$ cat config.mk
export PLATFORM = sky130hd
export DESIGN_NAME = pipe_stage_skid
export DESIGN_NICKNAME = d
export VERILOG_FILES = /design/src/rtl/pipe_stage_skid.sv
export SDC_FILE = /design/constraint.sdc
export NUM_CORES = 1
export LEC_CHECK = 0
export ABC_AREA = 0
export CORE_ASPECT_RATIO = 0.75
export CORE_MARGIN = 5
export CORE_UTILIZATION = 53
export CTS_CLUSTER_SIZE = 40
export DETAILED_ROUTE_END_ITERATION = 10
export PLACE_DENSITY = 0.91
export SLEW_MARGIN = 20
export SYNTH_ARGS = -nofsm -noshare
export SYNTH_HDL_FRONTEND = slang
export SYNTH_SLANG_ARGS = --single-unit
$ cat constraint.sdc
create_clock -name clk -period 3.1 [get_ports clk]
set_input_delay 0.93 -clock clk [delete_from_list [all_inputs] [get_ports clk]]
set_output_delay 0.93 -clock clk [all_outputs]
set_load 0.01 [all_outputs]
$ cat src/rtl/pipe_stage_skid.sv
// pipe_stage_skid: one-deep pipeline register with a skid entry for
// valid/ready flow control. in_ready depends only on registered state and
// flush, so upstream never sees a combinational path from out_ready. A
// synchronous flush discards held beats and counts them in a saturating
// drop counter. Keep bits of the payload survive flush by tracking in_data.
module pipe_stage_skid #(
    parameter int               WIDTH     = 32,
    parameter logic [WIDTH-1:0] KEEP_MASK = '0,
    parameter int               CNT_W     = 8
) (
    input  logic             clk,
    input  logic             reset,
    input  logic             flush,
    input  logic             in_valid,
    output logic             in_ready,
    input  logic [WIDTH-1:0] in_data,
    output logic             out_valid,
    input  logic             out_ready,
    output logic [WIDTH-1:0] out_data,
    output logic             skid_full,
    output logic [CNT_W-1:0] drop_cnt
);

    logic             main_v;
    logic             skid_v;
    logic [WIDTH-1:0] main_d;
    logic [WIDTH-1:0] skid_d;
    logic [CNT_W-1:0] drop_q;
    logic             accept;
    logic             send;
    logic [1:0]       drop_inc;

    // Add a small increment to the drop counter, clamping at all-ones.
    function automatic logic [CNT_W-1:0] sat_add(input logic [CNT_W-1:0] cnt,
                                                 input logic [1:0]       inc);
        logic [CNT_W:0] sum;
        sum = {1'b0, cnt} + (CNT_W+1)'(inc);
        if (sum[CNT_W]) begin
            return '1;
        end
        return sum[CNT_W-1:0];
    endfunction

    // The skid entry is the only thing that can throttle upstream.
    assign in_ready  = ~skid_v & ~flush;
    assign accept    = in_valid & in_ready;
    assign send      = main_v & out_ready;
    assign out_valid = main_v;
    assign out_data  = main_d;
    assign skid_full = skid_v;
    assign drop_cnt  = drop_q;

    // Beats lost to a flush: a main beat not leaving this cycle plus any skid beat.
    assign drop_inc = {1'b0, main_v & ~out_ready} + {1'b0, skid_v};

    // Occupancy flags; skid only fills when main is held, so skid_v implies main_v.
    always_ff @(posedge clk or negedge reset) begin
        if (!reset) begin
            main_v <= 1'b0;
            skid_v <= 1'b0;
        end else if (flush) begin
            main_v <= 1'b0;
            skid_v <= 1'b0;
        end else if (send) begin
            if (skid_v) begin
                main_v <= 1'b1;
                skid_v <= 1'b0;
            end else begin
                main_v <= accept;
            end
        end else if (accept) begin
            if (!main_v) begin
                main_v <= 1'b1;
            end else begin
                skid_v <= 1'b1;
            end
        end
    end

    // Payload movement mirrors the occupancy updates; flush leaves only keep bits.
    always_ff @(posedge clk or negedge reset) begin
        if (!reset) begin
            main_d <= '0;
            skid_d <= '0;
        end else if (flush) begin
            main_d <= in_data & KEEP_MASK;
        end else if (send) begin
            if (skid_v) begin
                main_d <= skid_d;
            end else if (accept) begin
                main_d <= in_data;
            end
        end else if (accept) begin
            if (!main_v) begin
                main_d <= in_data;
            end else begin
                skid_d <= in_data;
            end
        end
    end

    // Saturating tally of beats discarded by flush.
    always_ff @(posedge clk or negedge reset) begin
        if (!reset) begin
            drop_q <= '0;
        end else if (flush) begin
            drop_q <= sat_add(drop_q, drop_inc);
        end
    end

endmodule

==> flow_summary.toml, run 1 <==
# yosys + openroad results
[timing]
max_slew.worst_pin.slew_ns = 0.929
setup_ws_ns = 0.405
finalSetupViolations = 0
rsz0062_at_grt = "false"
period_used_pct = 86.9
report.final.slew_viol_count = 0
slew_headroom_pct = 37.9
finalSetupTns_ns = 0
max_freq_ghz = 0.371
fin_crit_ns = 2.70
finalHoldViolCount = 0
finClkSkew_ns = 0.0103

[grt]
grt_pass1_vias = 2389
grtUsageMet3_pct = 7.35
gr-total-overflow = 0
top_usage_layer = "met2"
antenna_found_initial = 0
grt_max_degree = 75
grt_pass1_wl_um = 12000
grtUsageMet1_pct = 26.3

[synth]
synth.distinct_cells = 28
synth_cells = 268
ys_warn_count = 0
ys_cells = 268
avgSynthCellArea_sq_um = 12.2
synth_nets = 307
synth_area_sq_um = 3260
synth_chip_area_sq_um = 3260
ys.flops = 74
postSynthSeqShare_pct = 56.8

[clock_tree]
cts.clk_slew.worst_paths_ns = 0.07
post_cts_resized = 0
post_cts.repair.setup_buffers = 0
cts-root-buf = "clkbuf_8"
cts_hold_buf = 0
h-tree-depth = 3
clock-sinks = 74
cts_tree = "built"
clock_path_buffers = 2
numCtsBuffers = 9

[worst_setup_path]
critical_path_class = "primary input to output port"
path_cells = "buf_2, nor2_1, clkdlybuf4s50_1"
crit_buf_inv = 2
path_max_fanout = 2
crit_required_ns = 2.17
cp.arrival_ns = 1.77
slowest_stage = "clkdlybuf4s50_1"
timing.rr.end = "drop_cnt[6]"
regToRegSetupSlack_ns = 1.18
reg2reg_from = "skid_full"
crit_family = "buffers and inverters"
start_kind = "primary input"
cpPeakStageDelay_ns = 0.57

[place]
port_buffers = 79
gp_congestion = 0.913
placed_area_sq_um = 4100

[final_layout]
final_nets = 384
antennaDiodeCount = 0
logic_area_sq_um = 1170
mostFrequentLayoutCells = "clkdlybuf4s50_1 (77), dfrtp_1 (74), a21oi_1 (38)"
final_util_pct = 73.0
area_growth_pct = 32.0
drive_above_1_share_pct = 26.0
flop_area_sq_um = 1850
finalInstanceArea_sq_um = 4300
lay_top_count = "clkdlybuf4s50_1"

[worst_hold_path]
min_from = "skid_d[14]"
whs_endpoint = "skid_d[14]"
hold_class = "flip-flop to flip-flop"
whs_path_depth = 1

[floorplan]
die_y_um = 77.9
fp_util_pct = 55.4
chipArea_sq_um = 7830
fp.dieW_um = 101
io_pins = 80

[job]
max_cap_viol_count = 0

[route]
vias_per_cell = 5.59
vias = 2392
routed_wl_um = 7240
drtIter0Drc = 95
antenna_left = 0
drc = 0
first_pass_iters = 4

[power_and_ir_drop]
p_per_area_nw_per_um2 = 612
ir_drop_mv = 0.366
leakagePower_uw = 0.00194

[status]
status = "complete, no violations"
==> run 1: power by group <==
group	switching [uW]	total (uW)	leakage, uW	internal [uW]
logic	244	585	0.000919	341
clock network	369	765	0.0000922	397
registers	129	1280	0.000933	1150
==> run 1: routing by layer <==
layer,share of wire [%],routed length [um],vias to the layer above
met5,0,0,-
met3,7.1,514,10
met2,47,3380,86
met1,46,3300,1180
li1,-,-,1116
met4,0.76,55,0
==> run 1: cells by family (layout without fill, tap and decap cells) <==
group / count (synthesis) / after routing / share of synthesized area [%]
compound gates: 75 / 75 / 17.9
flops: 74 / 74 / 56.8
fa+ha+maj: 2 / 2 / 0.998
simple gates: 25 / 25 / 4.38
buf+inv: 56 / 138 / 7.57
xor+xnor: 1 / 1 / 0.269
mux: 35 / 35 / 12.0
==> run 1: worst max-delay path by stage <==
| stage | from | depth (start not counted) | end | slack (ns) |
|---|---|---|---|---|
| after floorplan | out_ready | 8 | drop_cnt[6] | 0.63 |
| after detailed placement | out_ready | 8 | drop_cnt[6] | 0.15 |
| final | flush | 3 | in_ready | 0.40 |
| after global routing | flush | 3 | in_ready | 0.37 |
| after CTS | flush | 3 | in_ready | 0.40 |
| after global placement | out_ready | 8 | drop_cnt[6] | 0.21 |
==> run 1: metrics by stage <==
step / hold slack [ns] / total power [uW] / instances
2_1_floorplan: 0.481 / 1590 / 268
3_3_place_gp: 0.489 / 1850 / 412
3_5_place_dp: 0.495 / 1880 / 412
4_1_cts: 0.512 / 2650 / 428
5_1_grt: 0.523 / 2770 / 428
6_report: 0.509 / 2630 / 428
==> run 1: cell usage after synthesis <==
| cell type | n | area share [%] |
|---|---|---|
| dfrtp_1 | 74 | 57 |
| a21oi_1 | 38 | 5.8 |
| inv_1 | 37 | 4.3 |
| mux2_2 | 33 | 11 |
| o221a_2 | 32 | 11 |
| buf_2 | 10 | 1.5 |
| nand2_1 | 8 | 0.92 |
| and3_1 | 3 | 0.58 |
| buf_6 | 3 | 1.0 |
| clkbuf_1 | 3 | 0.35 |
| nand3_1 | 3 | 0.46 |
| nor2_1 | 3 | 0.35 |
| o21ai_0 | 3 | 0.46 |
| buf_1 | 2 | 0.23 |
| mux2i_1 | 2 | 0.61 |
| nand4_1 | 2 | 0.38 |
| a211oi_1 | 1 | 0.23 |
| a21boi_2 | 1 | 0.35 |
| and4_1 | 1 | 0.27 |
| clkbuf_2 | 1 | 0.15 |
| fa_1 | 1 | 0.61 |
| ha_1 | 1 | 0.38 |
| nand2b_1 | 1 | 0.19 |
| nand2b_2 | 1 | 0.27 |
| nand4b_1 | 1 | 0.27 |
| nor3_4 | 1 | 0.50 |
| or3_1 | 1 | 0.19 |
| xor2_1 | 1 | 0.27 |
==> run 1: registers in the layout (all words and copies together) (netlist names) <==
name / cells
out_data: 32
skid_d: 32
drop_cnt: 8
out_valid: 1
skid_full: 1
==> run 1: final cells by class <==
cell class | count | share of cell area [%]
well taps | 78 | 2.27
multi-input cells | 138 | 27.2
flip-flops and latches | 74 | 43.1
inverters | 37 | 3.23
repair buffers | 85 | 19.6
clock buffers | 11 | 3.29
clock inverters | 5 | 1.43
### Cell placement, run 1

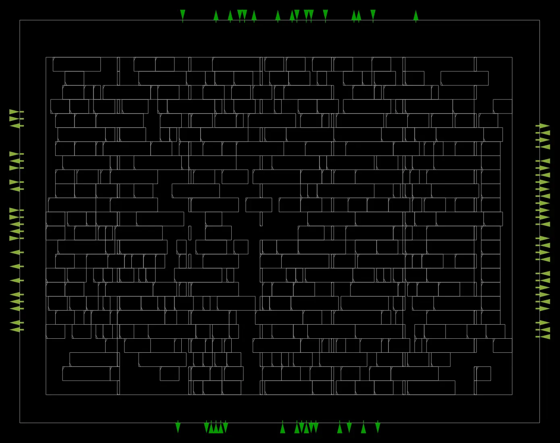
sequential share of cell area: 43.1%
Final Non-Filler Cells: 428
core area: 5890 sq um

### Metal layers overlaid, run 1

Scale: 4 px per um. Two of the layers only.
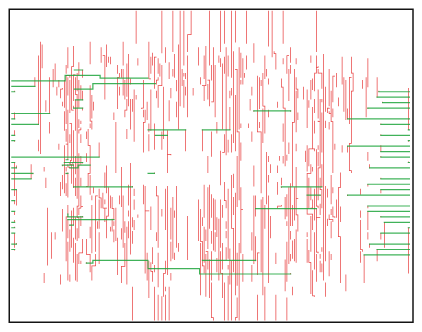
green -> M3  # wire length 514 um
red -> M2  # wire length 3380 um

### Drive-strength map, run 1

Scale: 4 px per um.
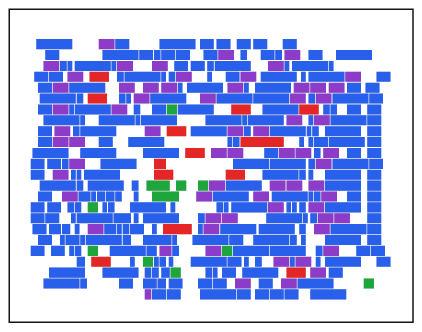
purple -> x2  # cells 67
blue -> x1 and smaller  # cells 259
green -> x3 and x4  # cells 11
red -> x6 and larger  # cells 13

### I/O pins on the die edge, run 1

Scale: 4 px per um. Pins as bars across the die edge, other pins in gray.
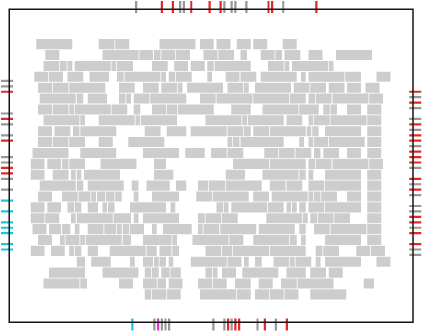

--- run 2 (diff from run 1) ---
Settings changed: CORE_UTILIZATION 53 to 49, MAX_ROUTING_LAYER set to met4, PLACE_DENSITY 0.91 to 0.85.
Clock period 3.1 ns to 2.5 ns, I/O delays scaled along.
### I/O pins on the die edge, run 2

Scale: 4 px per um. Pins as bars across the die edge, other pins in gray.
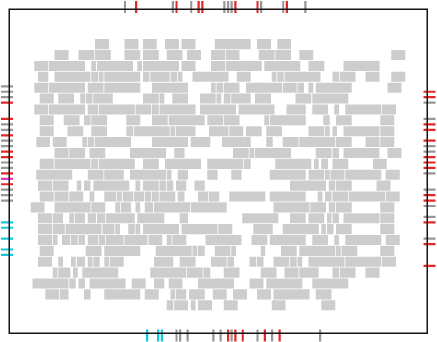
cyan -> drop_cnt  # pins 8, direction output, edge 5 west, 3 south
magenta -> out_ready  # pins 1, direction input, edge west
red -> out_data  # pins 32, direction output, edge 13 east, 7 west, 7 north, 5 south

### Drive-strength map, run 2

Scale: 4 px per um.
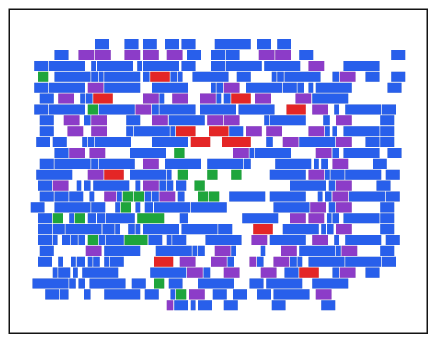
green -> x3 and x4  # cells 19
purple -> x2  # cells 68
red -> x6 and larger  # cells 12
blue -> x1 and smaller  # cells 258

==> flow_summary.toml, run 2 <==
# yosys + openroad results
[status]
status = "complete, no violations"

[synth]
ys_warn_count = 0
ys_cells = 268
avgSynthCellArea_sq_um = 12.2
yosysTopAreaCellShare_pct = 56.8
synth.distinct_cells = 28
largest_area_cell = "dfrtp_1"
synth.area.top_cells = "dfrtp_1 (57%), mux2_2 (11%), o221a_2 (11%)"
synth_chip_area_sq_um = 3260
synth_cells = 268

[worst_setup_path]
critical_path_class = "primary input to flip-flop"
crit_cells = 8
regToRegSetupSlack_ns = 0.51
crit_family = "adder cells"
slowest_stage = "clkdlybuf4s50_1"
path_cells = "clkdlybuf4s50_1, nand2b_2, fa_1, inv_1, ha_1, and3_1, nand4_1, mux2_2"
path_max_fanout = 2
crit_required_ns = 2.73
cpPeakStageDelay_ns = 0.43

[floorplan]
fp.dieW_um = 104
die_y_um = 80.6
fp_util_pct = 51.1
io_pins = 80
chipArea_sq_um = 8400

[place]
place_inst = 423
port_buffers = 79

[timing]
max_slew.worst_pin.slew_ns = 0.922
finClkSkew_ns = 0.00675
finalSetupViolations = 0
slew_headroom_pct = 38.4
finalHoldViolCount = 0
period_used_pct = 93.5
hold_slack_ns = 0.350
fin_crit_ns = 2.34

[route]
antenna_left = 0
drc = 0
vias = 2418
routed_wl_um = 7540
wl_met1_um = 3430
met3_length_um = 471
first_pass_iters = 4

[power_and_ir_drop]
ir_drop_mv = 0.433

[clock_tree]
numCtsBuffers = 9
h-tree-depth = 3
cts_hold_buf = 0
clock-sinks = 74
post_cts_resized = 0
clock_path_buffers = 2

[grt]
grt_max_degree = 43
grt_pass1_wl_um = 12400
grt_pass1_vias = 2522
gr-total-overflow = 0

[final_layout]
drive_above_1_share_pct = 27.7
final_nets = 392
area_growth_pct = 33.2
-- run 2: cell counts after synthesis --
Identical to the previous run, type by type.
-- run 2: metal layers --
layer  vias to the layer above  track usage (%)
met1                      1216             24.2
met3                         2             6.27
met4                         0             5.05
li1                       1118                -
met2                        82             29.8
met5                         -                -
-- run 2: cell type report --
class	instances	area, sq um	area share [%]
clock inverters	4	27.5	0.634
flip-flops and latches	74	1850	42.7
repair buffers	93	901	20.8
multi-input cells	138	1170	26.9
well taps	81	101	2.34
inverters	37	139	3.20
clock buffers	11	151	3.49
-- run 2: path summary, 6_finish.rpt --
check / start / endpoint
min reg2reg: skid_d[12] / skid_d[12]
max: out_ready / drop_cnt[6]
min: reset / skid_d[5]
max in group asynchronous: reset / out_data[12]
max reg2reg: skid_full / drop_cnt[6]
min in group clk: skid_d[12] / skid_d[12]
-- run 2: per-stage QoR --
stage	utilization [%]	area, sq um	TNS (ns)	setup slack, ns
finish	68.0	4340	0	0.163
global route	68.0	4340	0	0.0626
CTS	68.0	4340	0	0.191
detailed placement	65.2	4160	-5.52	-0.177
global placement	65.2	4160	-4.19	-0.125
floorplan	-	3260	0	0.210
-- run 2: cell families after synthesis --
logic type | synth area share (%)
xor+xnor | 0.269
compound gates | 17.9
mux | 12.0
fa+ha+maj | 0.998
simple gates | 4.38
flops | 56.8
buf+inv | 7.57
-- run 2: report_power, final --
group / internal [uW] / switching, uW / total, uW
Combinational: 430 / 302 / 732
Clock: 407 / 441 / 848
Sequential: 1430 / 159 / 1590
Total: 2270 / 902 / 3170
Power is estimated from default activity; no workload was simulated.
